--- src/rtl/ring_reader_pkg.sv ---
`default_nettype none
// ============================================================================
// ring_reader_pkg : FSM state encoding shared by the ring reader block
// Revision 1.0
// ============================================================================
package ring_reader_pkg;

  typedef enum logic [1:0] {
    ST_IDLE    = 2'd0,
    ST_FETCH   = 2'd1,
    ST_LATCH   = 2'd2,
    ST_PRESENT = 2'd3
  } state_e;

endpackage
`default_nettype wire

--- src/rtl/ring_rd_pos.sv ---
`default_nettype none
// ============================================================================
// ring_rd_pos : ring read-position counter, wraps from ARRAY_SIZE-1 to 0
// Revision 1.0
// ============================================================================
module ring_rd_pos #(
  parameter int POS_BITS   = 3,
  parameter int ARRAY_SIZE = 5
) (
  input  logic                clk,
  input  logic                rst_n,
  input  logic                clr_i,
  input  logic                en_i,
  output logic [POS_BITS-1:0] pos_o
);

  localparam logic [POS_BITS-1:0] C_LAST = POS_BITS'(ARRAY_SIZE - 1);

  logic [POS_BITS-1:0] pos_q;
  logic [POS_BITS-1:0] pos_d;

  // Clear has priority so a new readout always starts from entry 0
  always_comb begin
    pos_d = pos_q;
    if (clr_i) begin
      pos_d = '0;
    end else if (en_i) begin
      pos_d = (pos_q == C_LAST) ? '0 : pos_q + POS_BITS'(1);
    end
  end

  always_ff @(posedge clk or negedge rst_n) begin
    if (!rst_n) begin
      pos_q <= '0;
    end else begin
      pos_q <= pos_d;
    end
  end

  assign pos_o = pos_q;

endmodule
`default_nettype wire

--- src/rtl/ring_reader.sv ---
`default_nettype none
// ============================================================================
// ring_reader : reads ring entries from an external synchronous RAM and
//               presents them one at a time over a valid/ready interface
// Revision 1.0
// ============================================================================
module ring_reader
  import ring_reader_pkg::*;
#(
  parameter int POS_BITS   = 3,
  parameter int ARRAY_SIZE = 5,
  parameter int DATA_BITS  = 8
) (
  input  logic                 clk,
  input  logic                 rst_n,
  input  logic                 start,
  input  logic                 stop,
  input  logic [POS_BITS-1:0]  wr_pos,
  output logic [POS_BITS-1:0]  rd_addr,
  input  logic [DATA_BITS-1:0] rd_data,
  output logic                 out_valid,
  input  logic                 out_ready,
  output logic [DATA_BITS-1:0] out_data,
  output logic [POS_BITS-1:0]  rd_pos,
  output logic                 busy,
  output logic                 empty
);

  state_e               state_q;
  logic [DATA_BITS-1:0] out_data_q;
  logic                 stop_pending_q;
  logic                 pos_clr;
  logic                 pos_adv;

  assign pos_clr = (state_q == ST_IDLE) && start && !stop;
  assign pos_adv = (state_q == ST_PRESENT) && out_ready;

  ring_rd_pos #(
    .POS_BITS   (POS_BITS),
    .ARRAY_SIZE (ARRAY_SIZE)
  ) u_rd_pos (
    .clk   (clk),
    .rst_n (rst_n),
    .clr_i (pos_clr),
    .en_i  (pos_adv),
    .pos_o (rd_pos)
  );

  assign rd_addr = rd_pos;
  assign empty   = (rd_pos == wr_pos);

  // rd_data is valid in LATCH because rd_addr was already stable through FETCH
  always_ff @(posedge clk or negedge rst_n) begin
    if (!rst_n) begin
      state_q        <= ST_IDLE;
      out_data_q     <= '0;
      stop_pending_q <= 1'b0;
    end else begin
      case (state_q)
        ST_IDLE: begin
          if (start && !stop) begin
            state_q <= ST_FETCH;
          end
        end
        ST_FETCH: begin
          if (stop) begin
            state_q <= ST_IDLE;
          end else if (!empty) begin
            state_q <= ST_LATCH;
          end
        end
        ST_LATCH: begin
          if (stop) begin
            state_q <= ST_IDLE;
          end else begin
            out_data_q <= rd_data;
            state_q    <= ST_PRESENT;
          end
        end
        ST_PRESENT: begin
          // A stop arriving with the handshake itself ends the readout too
          if (out_ready) begin
            state_q        <= (stop_pending_q || stop) ? ST_IDLE : ST_FETCH;
            stop_pending_q <= 1'b0;
          end else if (stop) begin
            stop_pending_q <= 1'b1;
          end
        end
        default: begin
          state_q <= ST_IDLE;
        end
      endcase
    end
  end

  assign out_valid = (state_q == ST_PRESENT);
  assign busy      = (state_q != ST_IDLE);
  assign out_data  = out_data_q;

endmodule
`default_nettype wire

--- config.mk ---
export PLATFORM = sky130hd
export DESIGN_NAME = ring_reader
export DESIGN_NICKNAME = d
export VERILOG_FILES = /design/src/rtl/ring_reader_pkg.sv /design/src/rtl/ring_rd_pos.sv /design/src/rtl/ring_reader.sv
export SDC_FILE = /design/constraint.sdc
export NUM_CORES = 1
export LEC_CHECK = 0
export CORE_MARGIN = 2
export CORE_UTILIZATION = 36
export CTS_CLUSTER_DIAMETER = 80
export DETAILED_ROUTE_END_ITERATION = 7
export PLACE_DENSITY = 0.78
export SLEW_MARGIN = 20
export SYNTH_ARGS = -nofsm -noshare
export SYNTH_HDL_FRONTEND = slang
export SYNTH_SLANG_ARGS = --single-unit
--- constraint.sdc ---
create_clock -name clk -period 1.55 [get_ports clk]
set_clock_uncertainty 0.2 [all_clocks]
set_input_delay 0.465 -clock clk [delete_from_list [all_inputs] [get_ports clk]]
set_output_delay 0.465 -clock clk [all_outputs]
set_load 0.01 [all_outputs]
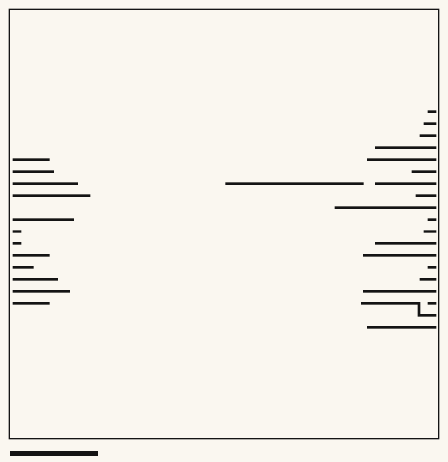
(images/m3.png)
Bar = 10 um.
The wires run mostly horizontal. 31 nets have wire on it. The longest straight run is 15.4 um.
total via count after detailed routing: 669
M3 GR Usage: 0.0617

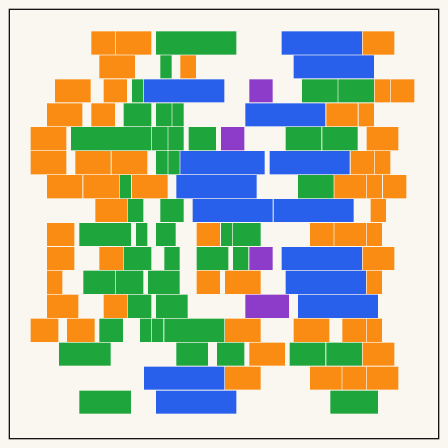
(images/class_map.png)
Key: green = remaining logic cells [cells 45, share of their area 32%]; purple = clock drivers and dummy loads [cells 4, share of their area 2.9%]; orange = remaining buffers and delay cells [cells 54, share of their area 37%]; blue = registers [cells 14, share of their area 28%]

==> design notes <==
The tools report the launching point of the worst reg2reg path as state_q[0]. With the pin count of the biggest net entering global routing at 15, the minimum period implied by the final worst setup slack is 1.99 ns. The run gives 32 for the number of buffer cells added on primary ports. The logs give 144 for the post-layout instance count excluding filler cells and 64 for the number of instances in the synthesized netlist.

The flow ran to the end, but the final reports show violations. The run gives 0 for the number of antenna violations at the first check in global routing. Yosys reports a chip area of 717 um2. The all-layer global routing usage is 0.168. The tools report the worst relative slew slack as 0.810.

Yosys printed 0 warnings. The logs give 9 for the final setup violation count and 641 for the number of global-route vias before repair. Per STA, the worst path is made up of buf_6, xor2_2, nor3_2, buf_2. The run gives 2 as the first-pass detailed-route iteration total. The run gives 14.0 um for the routed wire length per instance. The run gives -0.441 ns for the final worst-path setup slack. The leakage power is 0.617 nW, and the die boundary width is 48.6 um. The number of buffers inserted during clock tree synthesis is 3, and the worst-case hold slack is 0.301 ns. The number of enable flip-flop cells is 0, and the die footprint is 2360 um2. The first global-routing pass estimated 2.95 mm of wire. With the cell depth of the worst flop-to-flop path at 4, the final setup TNS is -1.51 ns.

Half-perimeter wire length after detailed placement: 1.26 mm. According to the timing report, the critical path is launched from u_rd_pos.pos_o[0]. The checks that failed: negative setup slack. The type of the tightest min-delay check was input port to asynchronous set/reset pin. Most common cell in the netlist: sky130_fd_sc_hd__dfrtp_1.

In the Yosys stats the netlist draws on 25 distinct library cells. The run gives 1.78 mW as the total power consumption of the routed design. After synthesis the cells add up to 717 um2. For this design the top-level I/O count stands at 33.

The run gives 502 MHz as the highest clock frequency the design can meet. The worst setup path is captured at an output pin. The starting DRC count in detailed routing was 3; the worst endpoint required time was 0.88 ns.
kinds of logic (layout without fill, tap and decap cells):
logic type,Yosys count,after routing,synth area share
multiplexers,9,9,0.140
XOR/XNOR,3,3,0.0367
adder cells (fa/ha/maj),2,2,0.0349
flip-flops,14,14,0.489
buffers and inverters,7,60,0.0558
AND-OR/OR-AND,10,10,0.0855
AND/OR/NAND/NOR,19,19,0.159
critical path: cells and delay by family, from the launching register on:
| kind | cells | cell delay, ns |
|---|---|---|
| XOR/XNOR | 1 | 0.15 |
| buffers and inverters | 2 | 0.28 |
| flip-flops | 1 | 0.43 |
| AND/OR/NAND/NOR | 1 | 0.20 |
metal layers:
layer  vias to the layer above  track usage  share of wire
li1                        321            -              -
met1                       315        0.172           0.38
met2                        31        0.304           0.54
met3                         2       0.0617          0.076
met4                         0       0.0714         0.0065
met5                         -            0              0
area by class of cell:
type	instances	area (um2)	area share
Inverter	2	7.51	0.00575
Sequential cell	14	352	0.269
Tap cell	27	33.8	0.0259
Multi-Input combinational cell	43	403	0.309
Timing Repair Buffer	54	473	0.362
Clock buffer	4	36.3	0.0278
layout by cell type (no fill, tap or decap):
cell type	Yosys	final
sky130_fd_sc_hd__a21oi_2	0	2
sky130_fd_sc_hd__and3_2	1	1
sky130_fd_sc_hd__dlygate4sd2_1	0	4
sky130_fd_sc_hd__buf_6	0	16
sky130_fd_sc_hd__dfrtp_2	0	1
sky130_fd_sc_hd__inv_2	0	1
sky130_fd_sc_hd__or2_4	0	1
sky130_fd_sc_hd__and3b_2	1	1
sky130_fd_sc_hd__clkbuf_4	0	3
sky130_fd_sc_hd__a21bo_2	1	1
sky130_fd_sc_hd__nand2_1	6	6
sky130_fd_sc_hd__nor3_1	3	1
sky130_fd_sc_hd__clkdlybuf4s50_1	0	11
sky130_fd_sc_hd__nor3b_1	1	1
sky130_fd_sc_hd__xor2_2	0	3
sky130_fd_sc_hd__inv_1	2	1
sky130_fd_sc_hd__buf_2	1	9
sky130_fd_sc_hd__mux2i_1	1	1
sky130_fd_sc_hd__nand3_1	1	1
sky130_fd_sc_hd__nor3_2	0	2
sky130_fd_sc_hd__o31ai_1	1	1
sky130_fd_sc_hd__clkbuf_2	1	1
sky130_fd_sc_hd__dfrtp_1	14	13
sky130_fd_sc_hd__nor2_1	2	2
sky130_fd_sc_hd__mux2_4	0	1
sky130_fd_sc_hd__clkbuf_8	0	1
sky130_fd_sc_hd__and2_4	0	1
sky130_fd_sc_hd__nand2b_1	1	1
sky130_fd_sc_hd__nor3b_4	1	1
sky130_fd_sc_hd__buf_4	3	13
sky130_fd_sc_hd__mux2_2	8	7
sky130_fd_sc_hd__a211o_1	1	1
sky130_fd_sc_hd__ha_4	0	2
sky130_fd_sc_hd__o21ai_2	0	1
sky130_fd_sc_hd__a21oi_1	6	4
sequential cells by signal (all words and copies together), names as in the netlist:
register,count
out_data,8
u_rd_pos.pos_o,3
state_q,2
stop_pending_q,1
power by group:
group	switching, mW	internal, mW
clock network	0.109	0.143
registers	0.0826	0.510
logic	0.378	0.560
Power and IR drop assume default switching activity.
